[src/rtl/store_monitor.sv]
// Judges a core's store stream: a store of PASS_DATA to PASS_ADR passes, any
// other store (except to IGNORE_ADR) fails, and silence for TIMEOUT cycles times out.
module store_monitor #(
    parameter logic [31:0] PASS_ADR   = 32'd100,
    parameter logic [31:0] PASS_DATA  = 32'd7,
    parameter logic [31:0] IGNORE_ADR = 32'd96,
    parameter logic [31:0] TIMEOUT    = 32'd1000
) (
    input  logic        clk,
    input  logic        reset,
    input  logic        MemWrite,
    input  logic [31:0] DataAdr,
    input  logic [31:0] WriteData,
    output logic        done,
    output logic        pass,
    output logic        fail,
    output logic        timeout,
    output logic [15:0] write_count,
    output logic [31:0] cycle_count,
    output logic [31:0] fail_adr,
    output logic [31:0] fail_data
);

    typedef enum logic [1:0] {RUN, PASS, FAIL, TOUT} state_t;

    localparam logic [31:0] LAST_CYCLE = TIMEOUT - 32'd1;

    state_t state, nextState;

    // A store verdict wins over the timeout when both land on the same edge.
    always_comb begin
        nextState = state;
        if (state == RUN) begin
            if (MemWrite) begin
                if (DataAdr == PASS_ADR && WriteData == PASS_DATA)
                    nextState = PASS;
                else if (DataAdr != IGNORE_ADR)
                    nextState = FAIL;
            end else if (cycle_count == LAST_CYCLE) begin
                nextState = TOUT;
            end
        end
    end

    always_ff @(posedge clk) begin
        if (reset) begin
            state       <= RUN;
            done        <= 1'b0;
            pass        <= 1'b0;
            fail        <= 1'b0;
            timeout     <= 1'b0;
            write_count <= 16'd0;
            cycle_count <= 32'd0;
            fail_adr    <= 32'd0;
            fail_data   <= 32'd0;
        end else begin
            state   <= nextState;
            done    <= (nextState != RUN);
            pass    <= (nextState == PASS);
            fail    <= (nextState == FAIL) || (nextState == TOUT);
            timeout <= (nextState == TOUT);
            if (state == RUN) begin
                if (cycle_count != 32'hFFFF_FFFF)
                    cycle_count <= cycle_count + 32'd1;
                if (MemWrite && write_count != 16'hFFFF)
                    write_count <= write_count + 16'd1;
                if (nextState == FAIL) begin
                    fail_adr  <= DataAdr;
                    fail_data <= WriteData;
                end
            end
        end
    end

endmodule

[config.mk]
export PLATFORM = sky130hd
export DESIGN_NAME = store_monitor
export DESIGN_NICKNAME = d
export VERILOG_FILES = /design/src/rtl/store_monitor.sv
export SDC_FILE = /design/constraint.sdc
export NUM_CORES = 1
export LEC_CHECK = 0
export CAP_MARGIN = 30
export CORE_MARGIN = 4
export CORE_UTILIZATION = 45
export DETAILED_ROUTE_END_ITERATION = 7
export HOLD_SLACK_MARGIN = 0.15
export PLACE_DENSITY_LB_ADDON = 0.25
export SYNTH_ARGS = -nofsm -noshare
export SYNTH_HDL_FRONTEND = slang
export SYNTH_SLANG_ARGS = --single-unit
[constraint.sdc]
create_clock -name clk -period 2.8 [get_ports clk]
set_input_delay 0.56 -clock clk [delete_from_list [all_inputs] [get_ports clk]]
set_output_delay 0.56 -clock clk [all_outputs]
set_load 0.01 [all_outputs]
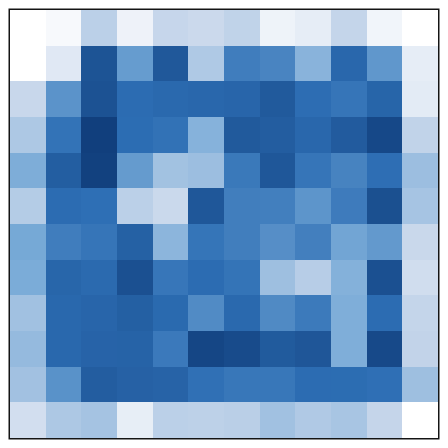
Figure 1: run 1, cell density map.
The die is cut into 12 by 12 equal tiles; white is low, dark blue is high, 0 to 100% covered.
nearly empty tiles: 2.8%
tiles over 75% full: 34%
mean over tiles: 56%
fullest tile: 94%

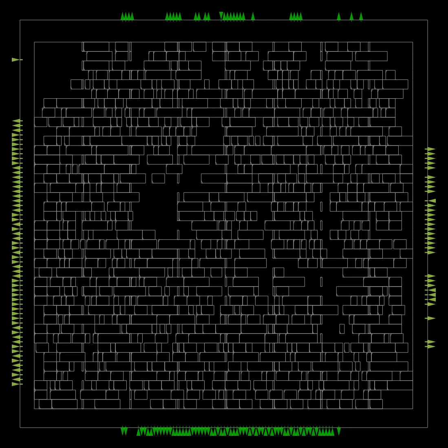
Figure 2: run 1, cell placement.
final std cells w/o fill: 967
Seq cells: 118
core area: 11600 um^2

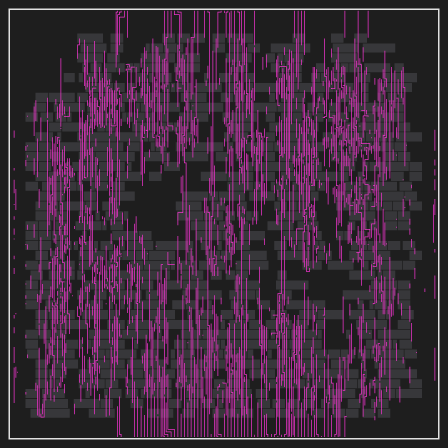
Figure 3: run 1, signal wires on met2.
wire length on this layer: 8070 um
longest straight run: 43.7 um
nets with wire on the layer: 782

==> impl_metrics.toml, run 1 <==
# flow metrics
[floorplan]
initCoreUtil = 0.468
fp-row-count = 39
die_h_um = 118
ioPinCount = 183
dieArea_um2 = 13900
die_w_um = 118

[grt]
overflow = 0
met1_usage = 0.264
grt_pass1_wl_um = 26500
grtUsageTotal = 0.232
use_met2 = 0.397
grt_use_met3 = 0.0870
busiest_layer = "met2"
grt_pass1_vias = 5425

[critical_path]
crit_buf_inv = 0
regToRegSetupSlack_ns = 0.52
cp_slowest_stage_delay_ns = 0.65
r2r_start = "cycle_count[9]"
crit_required_ns = 3.14
arrival_ns = 2.62
slowest_stage = "nor3_1"
cp-endpoint = "cycle_count[19]"
reg2reg_depth = 5
worstSetupPathType = "flip-flop to flip-flop"
cp-end-kind = "flip-flop"
cp.depth = 5
path_cells = "nand4_2 > nor3_1 > nand2_1 > or4_1 > a21oi_1"
worstPathMaxFanout = 6
path_delay_family = "simple AND/OR/NAND/NOR gates"

[clocking]
cts_setup_buffers = 0
clock_latency_ns = 0.41
cts_tree = "done"
hold_buffers = 0
htree_levels = 4
clk_pin_slew_ns = 0.05
clk_path_buf_depth = 2
post_cts_resized = 0

[pwr]
p_int_mw = 3.54
top_power_group = "the clock network"
p_per_area_nw_per_um2 = 578
p_seq_mw = 1.83
power.share.combinational = 0.135
p_sw_mw = 1.08
seq_power_share = 0.395
leakage_nw = 2.92
p_clk_mw = 2.17
ir_drop_mv = 0.434

[layout]
diodes = 0
fill_cells = 904
final_common_cell = "clkdlybuf4s50_1"
mostFrequentLayoutCells = "182 x clkdlybuf4s50_1, 144 x nand2_1, 118 x dfxtp_1, 64 x mux2i_1, 33 x nor4_1"
area_growth_pct = 47.1
nets = 881

[yosys]
yosysSeqAreaShare = 0.435
ys_warn_count = 0
ys_cells = 633
yosysTopAreaCellShare = 0.435
synth-seq-cells = 118
edf_count = 0
syn_inst = 633
synth.avg_cell_area_um2 = 8.59
ys_types = 49
syn_nets = 702
ys_area_um2 = 5440
synth_area_um2 = 5440
top_area_cell = "dfxtp_1"
synthTopCellsByArea = "dfxtp_1 43%, mux2i_1 12%, nand2_1 9.9%, nor4_1 3.8%, a21oi_1 2.7%"

[worst_hold_path]
hold_path.class = "flip-flop to flip-flop"
hold_path_depth = 2
hold_path_end = "fail_data[4]"

[route]
drtIter0Drc = 454
route.detailed.wl_per_inst_um = 16.7
drc = 0
vias = 5441
first_pass_iters = 7
ant_nets = 0
topRoutingLayerUsed = "met4"
drt-met1-wl_um = 6480
dr_wl_met2_um = 8070
wl_met3_um = 1280

[sta]
fin_crit_ns = 2.28
worst_slew_pin_slew_ns = 0.885
grt_setup_unrepaired = "no"
fmax_mhz = 439
finalHoldViolCount = 0
slew_violations = 0
fin_tns_setup_ns = 0
period_used_share = 0.813
slew_headroom = 0.404
hold_ws_ns = 0.453
setup_viol_count_final = 0
fin_ws_ns = 0.524

[placement]
hpwl_um = 11700
dp_slack_ns = 0.128
portBuffers = 182

[run_status]
status = "finished, final reports clean"

[flow_run]
warnings = 26
==> run 1: per-stage QoR <==
stage               utilization  cells  cell area (um^2)  total power [mW]
global route              0.689    967              8000              4.80
floorplan                     -    633              5440              2.13
detailed placement        0.638    936              7410              2.48
CTS                       0.689    967              8000              4.67
global placement          0.638    936              7410              2.47
finish                    0.689    967              8000              4.62
==> run 1: synth_stat cells (13+ instances only) <==
| library cell | instances |
|---|---|
| a21oi_1 | 29 |
| clkbuf_1 | 21 |
| dfxtp_1 | 118 |
| mux2i_1 | 64 |
| nand2_1 | 144 |
| nand3_1 | 24 |
| nand4_1 | 17 |
| nor2_1 | 27 |
| nor3_1 | 13 |
| nor4_1 | 33 |
| o21ai_0 | 13 |
| or3_1 | 17 |
| or4_1 | 14 |
| xnor2_1 | 14 |
==> run 1: tightest hold or removal path: cells and delay by family (launching register included) <==
kind / cells / cell delay [ns]
flip-flops: 1 / 0.30
multiplexers: 1 / 0.05
AND/OR/NAND/NOR: 1 / 0.05
==> run 1: cell type report <==
type	instances	area (um^2)	area share
Sequential cell	118	2360	0.295
Clock buffer	22	464	0.0580
Tap cell	143	179	0.0224
Inverter	8	31.3	0.00391
Clock inverter	9	126	0.0158
Multi-Input combinational cell	473	2900	0.362
Timing Repair Buffer	194	1940	0.242
==> run 1: cells by family (layout without fill, tap and decap cells) <==
kind of cell,after synthesis,in the layout,synth area share
simple gates,316,316,0.293
flops,118,118,0.435
compound gates,75,75,0.0886
mux,65,65,0.120
buf+inv,42,233,0.0350
xor+xnor,15,15,0.0242
fa+ha+maj,2,2,0.00460
==> run 1: state kept, by name, indices dropped and copies added (netlist names) <==
name	flops
fail_adr	32
pass	1
state	2
timeout	1
fail	1
write_count	16
done	1
fail_data	32
cycle_count	32
==> run 2, diff against run 1 <==
==> constraint.sdc (replaced) <==
create_clock -name clk -period 2.3 [get_ports clk]
set_input_delay 0.46 -clock clk [delete_from_list [all_inputs] [get_ports clk]]
set_output_delay 0.46 -clock clk [all_outputs]
set_load 0.01 [all_outputs]
==> run 2 against run 1 <==
Power is 26% higher. Cell area increased by 3.2%. Register-to-register slack worse by 0.36 ns. Clock power increased by 29%. Combinational power is 27% higher. Critical endpoint is now fail_data[18]. Highest routed layer unchanged.
==> impl_metrics.toml, run 2 <==
# flow metrics
[run_status]
status = "finished, final reports clean"

[floorplan]
dieArea_um2 = 13900
fp-row-count = 39
die_w_um = 118
die_h_um = 118
ioPinCount = 183
core_area_um2 = 11600

[layout]
layout.area.comb_um2 = 2920
logic_gates = 473
final_cells = 990
top_regs = "cycle_count (32), fail_adr (32), fail_data (32)"
dominant_cells = "multi-input combinational cells"
nClkBuffers = 20
diodes = 0
nets = 903
signal_buffers = 216
design.seq.count = 118
area_growth_pct = 51.8
fin_area_um2 = 8250
clock_area_frac = 0.0767
utilization = 0.711
comb_share = 0.354
inverters = 8

[grt]
met1_usage = 0.260
busiest_layer = "met2"
use_met2 = 0.402
grt_pass1_vias = 5517
grt_use_met3 = 0.0769

[clocking]
htree_levels = 4
hold_buffers = 0
clk_path_buf_depth = 2
clock_latency_ns = 0.40

[route]
ant_nets = 0
drc = 0
route.detailed.wl_per_inst_um = 16.5
drtIter0Drc = 405
first_pass_iters = 5
vias = 5506

[critical_path]
slowest_stage = "clkdlybuf4s50_1"
cp-end-kind = "flip-flop"
worstSetupPathType = "primary input to flip-flop"

[placement]
hpwl_um = 12000
portBuffers = 182
dpl_cell_area_um2 = 7590

[yosys]
syn_nets = 702
ys_warn_count = 0
synthTopCellsByArea = "dfxtp_1 43%, mux2i_1 12%, nand2_1 9.9%, nor4_1 3.8%, a21oi_1 2.7%"
yosysTopAreaCellShare = 0.435
yosysSeqAreaShare = 0.435
top_cell = "nand2_1"
synth-seq-cells = 118
edf_count = 0
ys_types = 49
syn_inst = 633
ys_cells = 633

[sta]
slew_violations = 0
setup_viol_count_final = 0
finalHoldViolCount = 0
fin_ws_ns = 0.121
worst_slew_pin_slew_ns = 0.690
fmax_mhz = 459
fin_crit_ns = 2.18
slew_headroom = 0.536
fin_tns_setup_ns = 0
hold_ws_ns = 0.452

[pwr]
p_clk_mw = 2.80
power.share.combinational = 0.136
p_int_mw = 4.46
ir_drop_mv = 0.413
p_seq_mw = 2.22
top_power_group = "the clock network"
p_per_area_nw_per_um2 = 704
p_sw_mw = 1.35
seq_power_share = 0.383

[flow_run]
warnings = 26

[worst_hold_path]
hold_path.class = "flip-flop to flip-flop"
-- run 2: cell types whose count changed in the layout (fill, tap and decap cells not counted), moves of 2 or more --
cell / previous run / this run
clkinv_4: 1 / 3
nor4_2: 0 / 2
nor4_1: 33 / 31
buf_12: 2 / 4
buf_4: 10 / 30
clkbuf_1: 3 / 1
-- run 2: worst max-delay path: cells and delay by family --
| kind | cells | cell delay, ns |
|---|---|---|
| multiplexers | 1 | 0.18 |
| AND/OR/NAND/NOR | 3 | 0.80 |
| AND-OR/OR-AND | 1 | 0.08 |
| buffers and inverters | 3 | 0.87 |
-- run 2: path summary, 6_finish.rpt --
| kind | to | startpoint | slack (ns) | depth (start not counted) |
|---|---|---|---|---|
| worst min register to register | fail_adr[23] | fail_adr[23] | 0.45 | 2 |
| worst max-delay path | fail_data[18] | WriteData[4] | 0.12 | 8 |
| worst max register to register | cycle_count[1] | cycle_count[0] | 0.16 | 7 |
| worst min-delay path | fail_adr[23] | fail_adr[23] | 0.45 | 2 |
-- run 2: repair_timing --
item                                    4_1_cts  5_1_grt
endpoints found under the setup margin        0        8
gates resized                                 0        4
buffers inserted                              0        1
-- run 2: logic make-up (layout without fill, tap and decap cells) --
| group | Yosys count | count (layout) | synth area share |
|---|---|---|---|
| multiplexers | 65 | 65 | 0.120 |
| flip-flops | 118 | 118 | 0.435 |
| AND/OR/NAND/NOR | 316 | 316 | 0.293 |
| AND-OR/OR-AND | 75 | 75 | 0.0886 |
| XOR/XNOR | 15 | 15 | 0.0242 |
| adder cells (fa/ha/maj) | 2 | 2 | 0.00460 |
| buffers and inverters | 42 | 256 | 0.0350 |
-- run 2: layer usage --
metal | part of all wire | vias up
met3 | 0.072 | 26
met2 | 0.51 | 204
li1 | - | 2685
met4 | 0.019 | 0
met5 | 0 | -
met1 | 0.40 | 2591
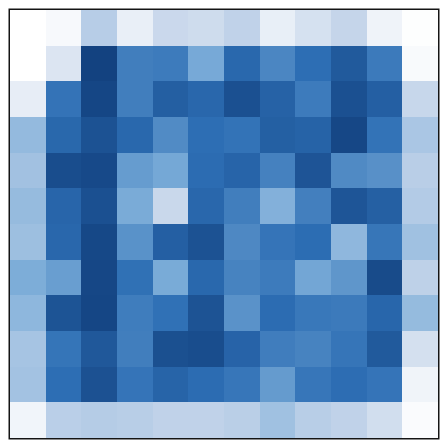
Figure 4: run 2, cell density map.
The die is cut into 12 by 12 equal tiles; white is low, dark blue is high, 0 to 100% covered.
tiles over 75% full: 35%
fullest tile: 93%
nearly empty tiles: 2.1%

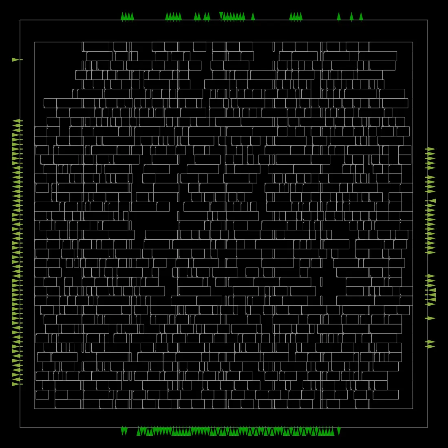
Figure 5: run 2, cell placement.
n_taps: 143
Seq area share: 0.286

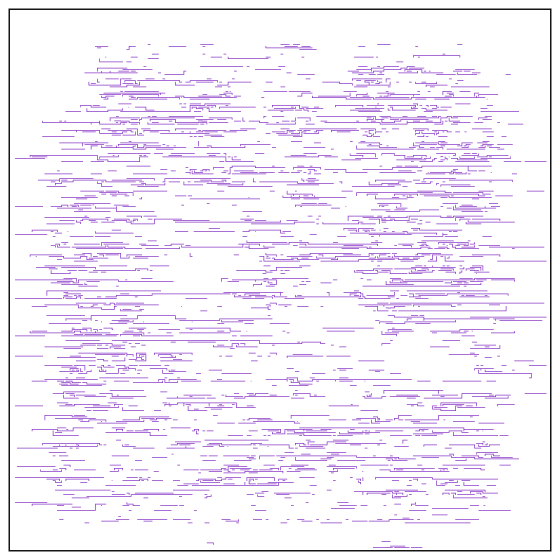
Figure 6: run 2, signal wires on met1.
share of all routed wire: 40%
main direction: horizontal
longest straight run: 35.9 um

Figure 7. Signal wires on met2 (run 2).
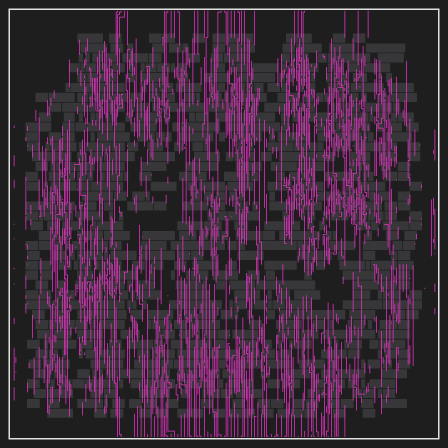

==> run 3, diff against run 2 <==
--- a/config.mk
+++ b/config.mk
@@ -9,6 +9,7 @@
 export CORE_MARGIN = 4
 export CORE_UTILIZATION = 45
 export DETAILED_ROUTE_END_ITERATION = 7
+export DONT_BUFFER_PORTS = 1
 export HOLD_SLACK_MARGIN = 0.15
 export PLACE_DENSITY_LB_ADDON = 0.25
 export SYNTH_ARGS = -nofsm -noshare
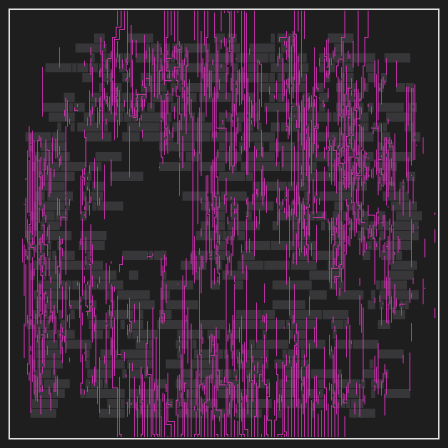
Figure 8: run 3, signal wires on met2.
longest straight run: 44.5 um
share of all routed wire: 49%
wire length on this layer: 7410 um

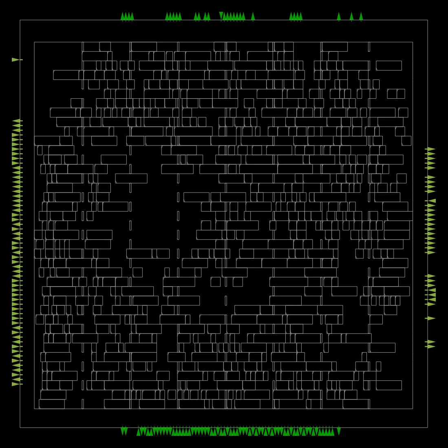
Figure 9: run 3, cell placement.
FP Rows: 39
Core Util, Final: 0.551
fillers: 1069
final std cells w/o fill: 808
Seq area share: 0.369

==> run 3 against run 2 <==
Count of clock-buffer cells in the layout unchanged. Global-route usage decreased by 1.6 points. Final cell count decreased by 18%. Clock power decreased by 5%. Routed wire length decreased by 7.2%. Clock skew about the same. Cell area decreased by 22%. Area after synthesis unchanged. Die area unchanged. Via count decreased by 13%. Largest cell class unchanged.
==> impl_metrics.toml, run 3 <==
# flow metrics
[layout]
diodes = 0
area_growth_pct = 17.8
fin_area_um2 = 6400
nets = 724
layout.area.comb_um2 = 2910
top_regs = "cycle_count (32), fail_adr (32), fail_data (32)"
final_common_cell = "nand2_1"
mostFrequentLayoutCells = "144 x nand2_1, 118 x dfxtp_1, 64 x mux2i_1, 33 x buf_4, 32 x nor4_1"

[critical_path]
reg2reg_depth = 7
r2r_end = "cycle_count[1]"
start_kind = "flip-flop"
r2r_start = "cycle_count[1]"
worstSetupPathType = "flip-flop to flip-flop"
cp-end-kind = "flip-flop"
slowest_stage = "or3_4"
cp-startpoint = "cycle_count[1]"
cp-endpoint = "cycle_count[1]"

[clocking]
clock_latency_ns = 0.40
cts_setup_buffers = 0
cts_tree = "done"
clk_path_buf_depth = 2
hold_buffers = 1
post_cts_resized = 0

[pwr]
p_int_mw = 4.08
swShare = 0.233
p_per_area_nw_per_um2 = 831
power.share.combinational = 0.069
ir_drop_mv = 0.492
seq_power_share = 0.430
p_sw_mw = 1.24

[floorplan]
core_area_um2 = 11600
dieArea_um2 = 13900
die_w_um = 118
die_h_um = 118
ioPinCount = 183

[route]
drt-met1-wl_um = 6100
vias = 4789
first_pass_iters = 5
ant_nets = 0
topRoutingLayerUsed = "met4"
drc = 0
route.detailed.wl_per_inst_um = 18.7
drtIter0Drc = 367
wl_met3_um = 1380
dr_wl_met2_um = 7410

[flow_run]
warnings = 28
maxCapViolCount = 0

[sta]
worst_slew_pin_slew_ns = 0.653
fin_tns_setup_ns = 0
hold_ws_ns = 0.196
fin_ws_ns = 0.176
setup_viol_count_final = 0
slew_violations = 0
slew_headroom = 0.560
finalHoldViolCount = 0

[placement]
portBuffers = 0
hpwl_um = 10900
place_inst = 778
dpl_cell_area_um2 = 5780

[yosys]
edf_count = 0
yosysTopAreaCellShare = 0.435
ys_warn_count = 0
synth-seq-cells = 118
synthTopCellsByArea = "dfxtp_1 43%, mux2i_1 12%, nand2_1 9.9%, nor4_1 3.8%, a21oi_1 2.7%"
top_cell = "nand2_1"
syn_nets = 702
ys_cells = 633
yosysSeqAreaShare = 0.435

[worst_hold_path]
hold_path_end = "fail_adr[17]"
hold_path_depth = 2
hold_path.class = "primary input to flip-flop"
hp-start = "DataAdr[17]"

[run_status]
status = "finished, final reports clean"

[grt]
grt_pass1_vias = 4697
antenna_found_initial = 0
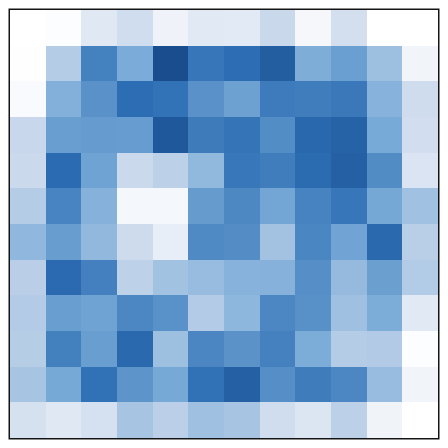
Figure 10: run 3, cell density map.
The die is cut into 12 by 12 equal tiles; white is low, dark blue is high, 0 to 100% covered.
tiles over 75% full: 9.7%
fullest tile: 88%
nearly empty tiles: 4.9%
mean over tiles: 45%

-- run 3: cell types whose count changed in the layout (fill, tap and decap cells not counted) --
cell,before,now
nor4_2,2,1
buf_4,30,33
clkbuf_1,1,0
nand2_1,143,144
clkbuf_8,2,3
nand2_2,1,0
clkdlybuf4s50_1,182,0
clkinv_4,3,0
clkinvlp_4,2,3
bufinv_16,4,3
nor4_1,31,32
-- run 3: logic make-up (layout without fill, tap and decap cells) --
| group | count (synthesis) | in the layout | synth area share |
|---|---|---|---|
| muxes | 65 | 65 | 0.120 |
| buffers and inverters | 42 | 74 | 0.0350 |
| adders and majority gates | 2 | 2 | 0.00460 |
| xor gates and xnor gates | 15 | 15 | 0.0242 |
| AOI/OAI and AO/OA | 75 | 75 | 0.0886 |
| and+or+nand+nor | 316 | 316 | 0.293 |
| DFF | 118 | 118 | 0.435 |
-- run 3: layer usage --
layer,up-vias,global-route usage
li1,2336,-
met1,2242,0.250
met2,191,0.359
met3,20,0.0884
met4,0,0.0718
met5,-,0
-- run 3: critical path: cells and delay by family (launching register included) --
kind	cells	cell delay, ns
and+or+nand+nor	3	0.59
AOI/OAI and AO/OA	1	0.39
DFF	1	0.38
adders and majority gates	1	0.22
buffers and inverters	1	0.21
muxes	1	0.20
-- run 3: area by class of cell --
class                           instances  share of cell area
Clock buffer                           20              0.0729
Clock inverter                          9              0.0199
Inverter                                8             0.00488
Multi-Input combinational cell        473               0.454
Sequential cell                       118               0.369
Tap cell                              143              0.0279
Timing Repair Buffer                   37              0.0512
-- run 3: power groups by stage --
stage	logic, mW	clock network (mW)	registers (mW)
final	0.368	2.67	2.29
after global routing	0.406	2.83	2.30
after floorplan	0.291	0	2.30
after CTS	0.369	2.72	2.29
after global placement	0.336	0	2.33
after detailed placement	0.352	0	2.33

==> notes/layouts.md <==
Pictures saved along the way, in no particular order.

Sequential cells coloured by netlist name.
Other sequential cells in the stronger grey, the rest of the logic in the fainter grey.
picture 1
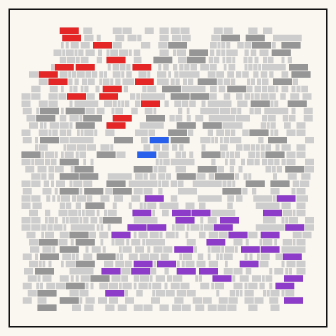
picture 2
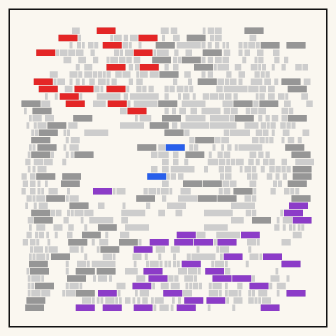
- run 3 = picture 2
- run 2 = picture 1
The one with the most cells is picture 1.

Power figures rest on the tool's default switching activity, not on a simulated workload.
